$ cat config.mk
export PLATFORM = sky130hd
export DESIGN_NAME = sample_sequencer_flat
export DESIGN_NICKNAME = d
export VERILOG_FILES = /design/src/rtl/sample_sequencer_pkg.sv /design/src/rtl/sample_sequencer_if.sv /design/src/rtl/sample_sequencer_ram.sv /design/src/rtl/sample_sequencer.sv /design/src/flat_wrapper.sv
export SDC_FILE = /design/constraint.sdc
export NUM_CORES = 1
export LEC_CHECK = 0
export CORE_ASPECT_RATIO = 1.5
export CORE_MARGIN = 2
export CORE_UTILIZATION = 35
export DETAILED_ROUTE_END_ITERATION = 12
export PLACE_DENSITY = 0.48
export SYNTH_ARGS = -nofsm -noshare
export SYNTH_HDL_FRONTEND = slang
export SYNTH_SLANG_ARGS = --single-unit
$ cat constraint.sdc
create_clock -name clk -period 6.8 [get_ports clk]
set_input_delay 1.36 -clock clk [delete_from_list [all_inputs] [get_ports clk]]
set_output_delay 1.36 -clock clk [all_outputs]
set_load 0.05 [all_outputs]
$ cat src/rtl/sample_sequencer_pkg.sv
// sample_sequencer_pkg: shared sizes and FSM encoding for the sample sequencer
package sample_sequencer_pkg;
    localparam int N_DEF = 16;
    localparam int DEPTH_DEF = 32;
    localparam int ADDR_W_DEF = $clog2(DEPTH_DEF);
    typedef enum logic {IDLE = 1'b0, PLAY = 1'b1} state_t;
endpackage

$ cat src/rtl/sample_sequencer_if.sv
// sample_sequencer_if: table write port, playback controls and sample stream
interface sample_sequencer_if
    import sample_sequencer_pkg::*;
#(
    parameter int N = N_DEF,
    parameter int ADDR_W = ADDR_W_DEF
) ();
    logic wr_en;
    logic [ADDR_W-1:0] wr_addr;
    logic [N-1:0] wr_data;
    logic start;
    logic stop;
    logic loop_en;
    logic [7:0] rate_div;
    logic [N-1:0] data_out;
    logic data_valid;
    logic busy;
    logic done;
    modport master (
        output wr_en, wr_addr, wr_data, start, stop, loop_en, rate_div,
        input data_out, data_valid, busy, done
    );
    modport slave (
        input wr_en, wr_addr, wr_data, start, stop, loop_en, rate_div,
        output data_out, data_valid, busy, done
    );
endinterface

$ cat src/rtl/sample_sequencer_ram.sv
// sample_ram: one write port, one registered read port, read-before-write
module sample_ram
    import sample_sequencer_pkg::*;
#(
    parameter int N = N_DEF,
    parameter int DEPTH = DEPTH_DEF,
    localparam int ADDR_W = $clog2(DEPTH)
) (
    input  logic              clk,
    input  logic              rst,
    input  logic              we,
    input  logic [ADDR_W-1:0] waddr,
    input  logic [N-1:0]      wdata,
    input  logic              re,
    input  logic [ADDR_W-1:0] raddr,
    output logic [N-1:0]      rdata
);
    logic [N-1:0] mem [DEPTH];
    always_ff @(posedge clk) begin
        if (we) mem[waddr] <= wdata;
    end
    // Only the read register is reset; table contents survive reset
    always_ff @(posedge clk) begin
        if (rst) rdata <= '0;
        else if (re) rdata <= mem[raddr];
    end
endmodule

$ cat src/rtl/sample_sequencer.sv
// sample_sequencer: plays a sample table at a programmable rate, single pass or looped
module sample_sequencer
    import sample_sequencer_pkg::*;
#(
    parameter int N = N_DEF,
    parameter int DEPTH = DEPTH_DEF
) (
    input logic clk,
    input logic reset,
    sample_sequencer_if.slave bus
);
    localparam int ADDR_W = $clog2(DEPTH);
    state_t state;
    logic [ADDR_W-1:0] rd_addr;
    logic [7:0] div_cnt;
    logic [7:0] rate_q;
    logic loop_q;
    logic tick;
    logic at_end;
    assign tick = state == PLAY && div_cnt == rate_q;
    assign at_end = rd_addr == ADDR_W'(DEPTH - 1);
    // A stop on a tick edge suppresses the read so data_out keeps the previous sample
    sample_ram #(.N(N), .DEPTH(DEPTH)) ram (
        .clk(clk),
        .rst(reset),
        .we(bus.wr_en && !reset),
        .waddr(bus.wr_addr),
        .wdata(bus.wr_data),
        .re(tick && !bus.stop),
        .raddr(rd_addr),
        .rdata(bus.data_out)
    );
    always_ff @(posedge clk) begin
        if (reset) begin
            state <= IDLE;
            rd_addr <= '0;
            div_cnt <= '0;
            rate_q <= '0;
            loop_q <= 1'b0;
            bus.data_valid <= 1'b0;
            bus.done <= 1'b0;
            bus.busy <= 1'b0;
        end else begin
            bus.data_valid <= 1'b0;
            bus.done <= 1'b0;
            if (state == IDLE) begin
                if (bus.start && !bus.stop) begin
                    state <= PLAY;
                    bus.busy <= 1'b1;
                    rd_addr <= '0;
                    div_cnt <= '0;
                    rate_q <= bus.rate_div;
                    loop_q <= bus.loop_en;
                end
            end else if (bus.stop) begin
                state <= IDLE;
                bus.busy <= 1'b0;
            end else if (tick) begin
                bus.data_valid <= 1'b1;
                rd_addr <= rd_addr + ADDR_W'(1);
                div_cnt <= '0;
                if (at_end && !loop_q) begin
                    bus.done <= 1'b1;
                    state <= IDLE;
                    bus.busy <= 1'b0;
                end
            end else begin
                div_cnt <= div_cnt + 8'd1;
            end
        end
    end
endmodule

$ cat src/flat_wrapper.sv
// flat-port wrapper written by rule: the top's interface ports become plain ports
module sample_sequencer_flat import sample_sequencer_pkg::*;
#(
    parameter int N = N_DEF,
    parameter int DEPTH = DEPTH_DEF
)
  (clk, reset, bus_wr_en, bus_wr_addr, bus_wr_data, bus_start, bus_stop, bus_loop_en, bus_rate_div, bus_data_out, bus_data_valid, bus_busy, bus_done);
  sample_sequencer_if #(.N(N), .ADDR_W((5))) bus_i ();
  input logic clk;
  input logic reset;
  input wire logic [$bits(bus_i.wr_en)-1:0] bus_wr_en;
  input wire logic [$bits(bus_i.wr_addr)-1:0] bus_wr_addr;
  input wire logic [$bits(bus_i.wr_data)-1:0] bus_wr_data;
  input wire logic [$bits(bus_i.start)-1:0] bus_start;
  input wire logic [$bits(bus_i.stop)-1:0] bus_stop;
  input wire logic [$bits(bus_i.loop_en)-1:0] bus_loop_en;
  input wire logic [$bits(bus_i.rate_div)-1:0] bus_rate_div;
  output wire logic [$bits(bus_i.data_out)-1:0] bus_data_out;
  output wire logic [$bits(bus_i.data_valid)-1:0] bus_data_valid;
  output wire logic [$bits(bus_i.busy)-1:0] bus_busy;
  output wire logic [$bits(bus_i.done)-1:0] bus_done;
  assign bus_i.wr_en = bus_wr_en;
  assign bus_i.wr_addr = bus_wr_addr;
  assign bus_i.wr_data = bus_wr_data;
  assign bus_i.start = bus_start;
  assign bus_i.stop = bus_stop;
  assign bus_i.loop_en = bus_loop_en;
  assign bus_i.rate_div = bus_rate_div;
  assign bus_data_out = bus_i.data_out;
  assign bus_data_valid = bus_i.data_valid;
  assign bus_busy = bus_i.busy;
  assign bus_done = bus_i.done;
  sample_sequencer #(.N(N), .DEPTH(DEPTH)) u_core (.clk(clk), .reset(reset), .bus(bus_i));
endmodule
**M1 wires**

Scale bar: 50 um. Supply wires on this layer in gray.
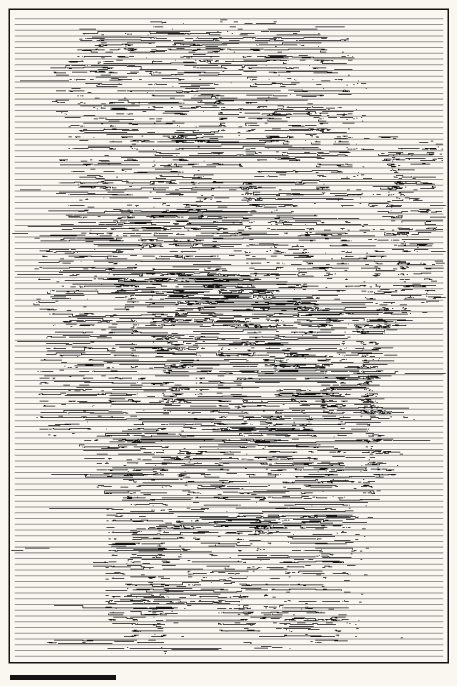
share of all routed wire	38%
main direction	horizontal
longest straight run	86.5 um
met1 Use GR: 21.1%
routed wire length: 59.4 mm

**Met2 routing**

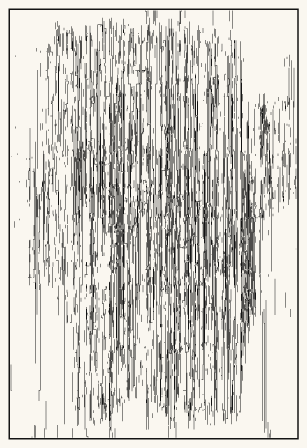
longest straight run	128 um
wire length on this layer	33.0 mm
main direction	vertical

==> flow_summary.json <==
{
  "grt_pass1_vias": 11204,
  "finalSetupTns_ps": 0,
  "xor_area_share_pct": 0.566,
  "critPathLaunch": "reset",
  "cap_violations": 0,
  "path_cells": "clkdlybuf4s50_1 > nand4b_1 > nor2_2",
  "total_power_mw": 6.96,
  "clock_latency_ps": 600,
  "gp_congestion": 0.816,
  "grt_usage_pct": 18.5,
  "status": "complete, no violations",
  "drt_iter0_markers": 880,
  "syn_area_per_cell_um2": 19.2,
  "ys_area_um2": 21700,
  "synth_seq_share_pct": 74.8,
  "edf_count": 512,
  "p_per_area_nw_per_um2": 284,
  "clockBufferDepth": 3,
  "synth.mux.area_fraction_pct": 14.0,
  "htree_levels": 2,
  "layout_setup_ws_ps": 2690,
  "topCellsByArea": "edfxtp_1 71%, mux4_2 7.0%, mux2i_1 4.5%",
  "row_count": 111,
  "hold_buffers": 0,
  "slowest_delay_ps": 1070,
  "ff_type": "edfxtp_1"
}
**Met3 routing**

Scale bar: 50 um. Cells faint in the background.
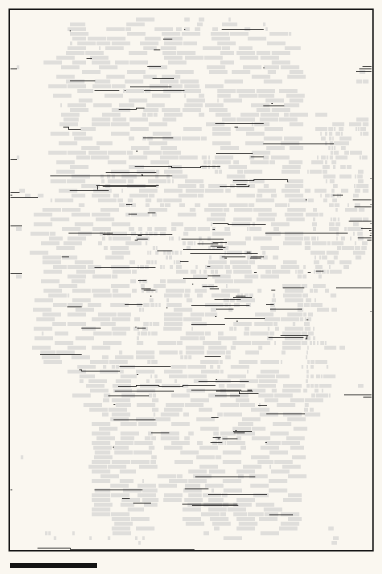
share of all routed wire	3.5%
longest straight run	70.8 um
routed vias: 10846
M3 GR Usage: 2.30%

**The metal 4 layer**

Supply wires on this layer in gray.
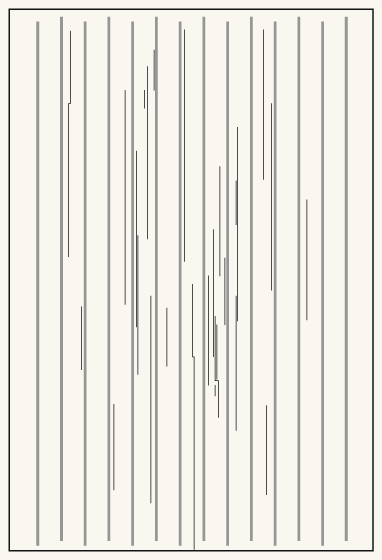
main direction	vertical
nets with wire on the layer	18

placed cells by master, fill, tap and decap left out, types with 22 or more instances in the layout:
master / netlist / layout
a221oi_1: 22 / 22
clkbuf_16: 0 / 55
nor2_2: 0 / 33
clkdlybuf4s50_1: 0 / 37
edfxtp_1: 512 / 512
dfxtp_1: 42 / 38
nor2_1: 82 / 49
mux4_2: 67 / 67
mux2i_1: 98 / 98
kinds of logic after synthesis:
logic type | Yosys count
simple gates | 148
fa+ha+maj | 3
mux | 193
xor+xnor | 14
compound gates | 148
buf+inv | 70
flops | 554
per-stage QoR:
step,hold WS (ps),utilization (%)
final,451,40.1
after detailed placement,443,37.4
after global placement,445,37.4
after global routing,484,40.1
after CTS,454,40.1
after floorplan,409,-
tightest hold or removal path: stages (launching register included):
cell	delay (ps)
dfxtp_1	310
nand2_1	50
o21ai_1	50
area by class of cell:
class | count | area, um2
inverter | 7 | 26.3
multi-input combinational | 506 | 5110
fill | 5445 | 36700
timing repair buffer | 66 | 561
tap | 791 | 990
clock inverter | 20 | 179
clock buffer | 73 | 1460
sequential | 554 | 16200
worst paths after layout:
path | depth (start not counted) | end | slack [ps]
worst min register to register | 2 | u_core.ram.rdata[7] | 450
worst max register to register | 7 | u_core.ram.rdata[4] | 3620
worst max-delay path | 3 | u_core.ram.mem[27][8] | 2690
worst min-delay path | 2 | u_core.ram.rdata[7] | 450
power breakdown:
part | leakage, nW | internal [mW] | switching, mW
Combinational | 1.66 | 0.125 | 0.223
Sequential | 4.95 | 3.75 | 0.0238
Clock | 0.793 | 1.61 | 1.23
Total | 7.40 | 5.48 | 1.48
sequential cells by signal (all words and copies together) (netlist names):
signal / cells
u_core.ram.mem: 512
u_core.ram.rdata: 16
u_core.div_cnt: 8
u_core.rate_q: 8
u_core.rd_addr: 5
u_core.bus.busy: 1
u_core.bus.data_valid: 1
u_core.bus.done: 1
u_core.loop_q: 1
u_core.state: 1
layer usage:
layer  global-route usage (%)  part of all wire, %  routed length, um  vias up
li1                         -                    -                  -     4760
met1                     21.1                   38              22300     5741
met2                     35.6                   56              33000      274
met3                     2.30                  3.5               2070       71
met4                     6.41                  3.3               1940        0
met5                        0                    0                  0        -
Power and IR drop assume default switching activity.
